Design tdc_tap_decoder, sky130hd; sources not shown.
clock_map.png
Drawn at 3 px/um.
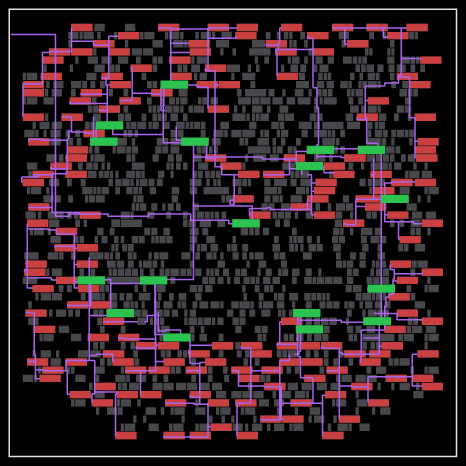
- green: cells driving clock nets (count 17)
- purple: clock wires (length 2250 um)
- red: flip-flops (count 170)
- flops lie: spread over the die
clk_lat worst skew: 0.44 ns
Clk. pwr: 1.45 mW
Max Clock Skew: 0.0107 ns
clock power share: 38.7%

met3.png
Drawn at 2 px/um.
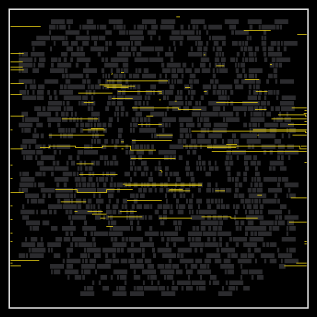
- nets with wire on the layer: 81
- share of all routed wire: 4.7%
- longest straight run: 58.2 um
grt met3 use: 4.11%
final wirelength: 23400 um

cell_classes.png
Drawn at 2 px/um.
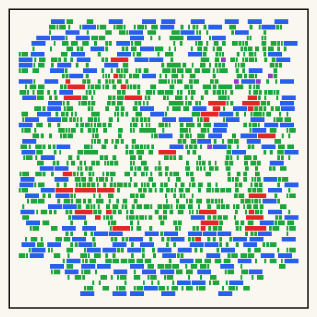
- blue: flip-flops (cells 170; share of their area 33%)
- red: clock drivers and dummy loads (cells 32; share of their area 5.9%)
- purple: other buffers and delay cells (cells 5; share of their area 0.36%)
- green: all other logic (cells 1023; share of their area 61%)
Seq/total area: 32.0%
num rows: 51
Final Util: 54.7%
cell area after layout: 10600 um2
core footprint: 19500 um2

==> reports/results.tsv <==
stage	metric	value	unit
run_status	status	completed	
critical_path	slowest_delay	0.51	ns
critical_path	cp.required	5.08	ns
placement	place_inst	1463	
min_path	hold_path.class	flip-flop to flip-flop	
placement	placedInstanceArea	10000	um2
global_routing	grt_overflow	0	
drt	drtIter0Drc	406	
yosys	yosys_area	9890	um2
floorplanning	dieArea	22100	um2
critical_path	path_max_fanout	9	
final_timing	maxSlewHeadroom	42.5	%
job	drv_cap	0	
final_layout	n_fill_cell	1933	
final_layout	fin_nets	1305	
drt	firstDrtPassIters	5	
critical_path	start_kind	flip-flop	
yosys	ys_async_sr_fraction	0	%
yosys	top_area_cell	dfxtp_1	
pwr	vdd_drop_max	0.251	mV
yosys	adder_share	9.06	%
critical_path	worst_path_max_delay_cell	dfxtp_1	
drt	viasPerCell	5.68	
global_routing	busiest_layer	met2	
yosys	ys_sh_simple	20.6	%
cts	clockRootBuffer	clkbuf_16	
critical_path	cp.depth	16	
drt	wl_met2	10700	um
yosys	syn_nets	1340	
global_routing	grt_pass1_vias	7917	
yosys	edf_count	0	
drt	topRoutingLayerUsed	met4	
yosys	yosysSeqAreaShare	34.4	%
yosys	syn_area_per_cell	7.90	um2
global_routing	antenna_found_initial	0	
critical_path	critPathArrivalTime	4.53	ns
pwr	combPwrFrac	17.6	%
floorplanning	die_h	149	um
yosys	ys_top_logic_family	AND-OR/OR-AND gates	
cts	post_cts_resized	0	
yosys	syn_area	9890	um2
placement	globalplace.congestion	0.953	
critical_path	worstSetupEndpointType	flip-flop	
floorplanning	fp.dieW	149	um
yosys	syn_inst	1252	
floorplanning	fp-utilization	50.8	%
cts	path_clk_slew	0.07	ns
final_layout	final_common_cell	dfxtp_1	
cts	cts_hold_buf	0	
critical_path	crit_chain	ha_1 -> inv_1 -> fa_1 -> a211oi_1 -> nor2_1 -> o31ai_4 -> mux2i_1 -> a221o_1 -> a31oi_1 -> xnor2_1 -> ha_1 -> o21ai_0 -> a21boi_0 -> nand4_1 -> or3_1 -> a21oi_1	
min_path	hold-path-cell-count	2	
drt	antenna_left	0	
pwr	pwr-share-seq	43.7	%
final_layout	lay_top_cells	dfxtp_1 (169), nor2_1 (135), o21ai_0 (117), a21oi_1 (113), inv_1 (93)	
global_routing	grt_use_total	21.7	%
critical_path	worst-setup-path-type	flip-flop to flip-flop	
yosys	ys_cells	1252	
yosys	ys_warn_count	0	
cts	numCtsBuffers	17	
cts	postCtsSetupBuffers	0	
yosys	synth-main-ff-cell	dfxtp_1	
yosys	mux_share	7.00	%
yosys	synth_top_area_share	34.4	%
global_routing	grtUsageMet2	33.8	%
placement	place_hpwl	17000	um
cts	cts_sinks	170	
yosys	xor_area_share	0.886	%
final_layout	layout-drive-gt1-share	4.15	%
cts	cts_max_level	4	
yosys	synth_cell_types	72	
yosys	post-synth-top-count-cell	dfxtp_1	
placement	place_ws	0.558	ns
final_layout	flop_area	3410	um2
final_timing	tightest_slew	0.856	ns
final_timing	finalSetupTns	0	ns
pwr	p_total	3.75	mW
pwr	p_sw_share	29.6	%
final_timing	drv_slew	0	
final_layout	combGateArea	5910	um2
floorplanning	pin_count	91	
critical_path	cp_num_buf_inv	1	
critical_path	crit_top_cell	ha_1	
drt	met3_length	1110	um
final_timing	fin_ws	0.549	ns
power groups by stage:
stage / logic (mW) / clock network, mW / registers [mW]
after global placement: 0.652 / 0 / 1.67
after detailed placement: 0.657 / 0 / 1.67
after CTS: 0.662 / 1.49 / 1.64
after global routing: 0.743 / 1.54 / 1.66
after floorplan: 0.573 / 0 / 1.62
final: 0.660 / 1.45 / 1.64
area by class of cell:
cell class	count	share of cell area (%)
repair buffers	5	0.353
well taps	265	3.11
flip-flops and latches	170	32.0
clock inverters	13	1.46
clock buffers	19	4.25
inverters	94	3.33
multi-input cells	929	55.5
Power figures rest on the tool's default switching activity, not on a simulated workload.
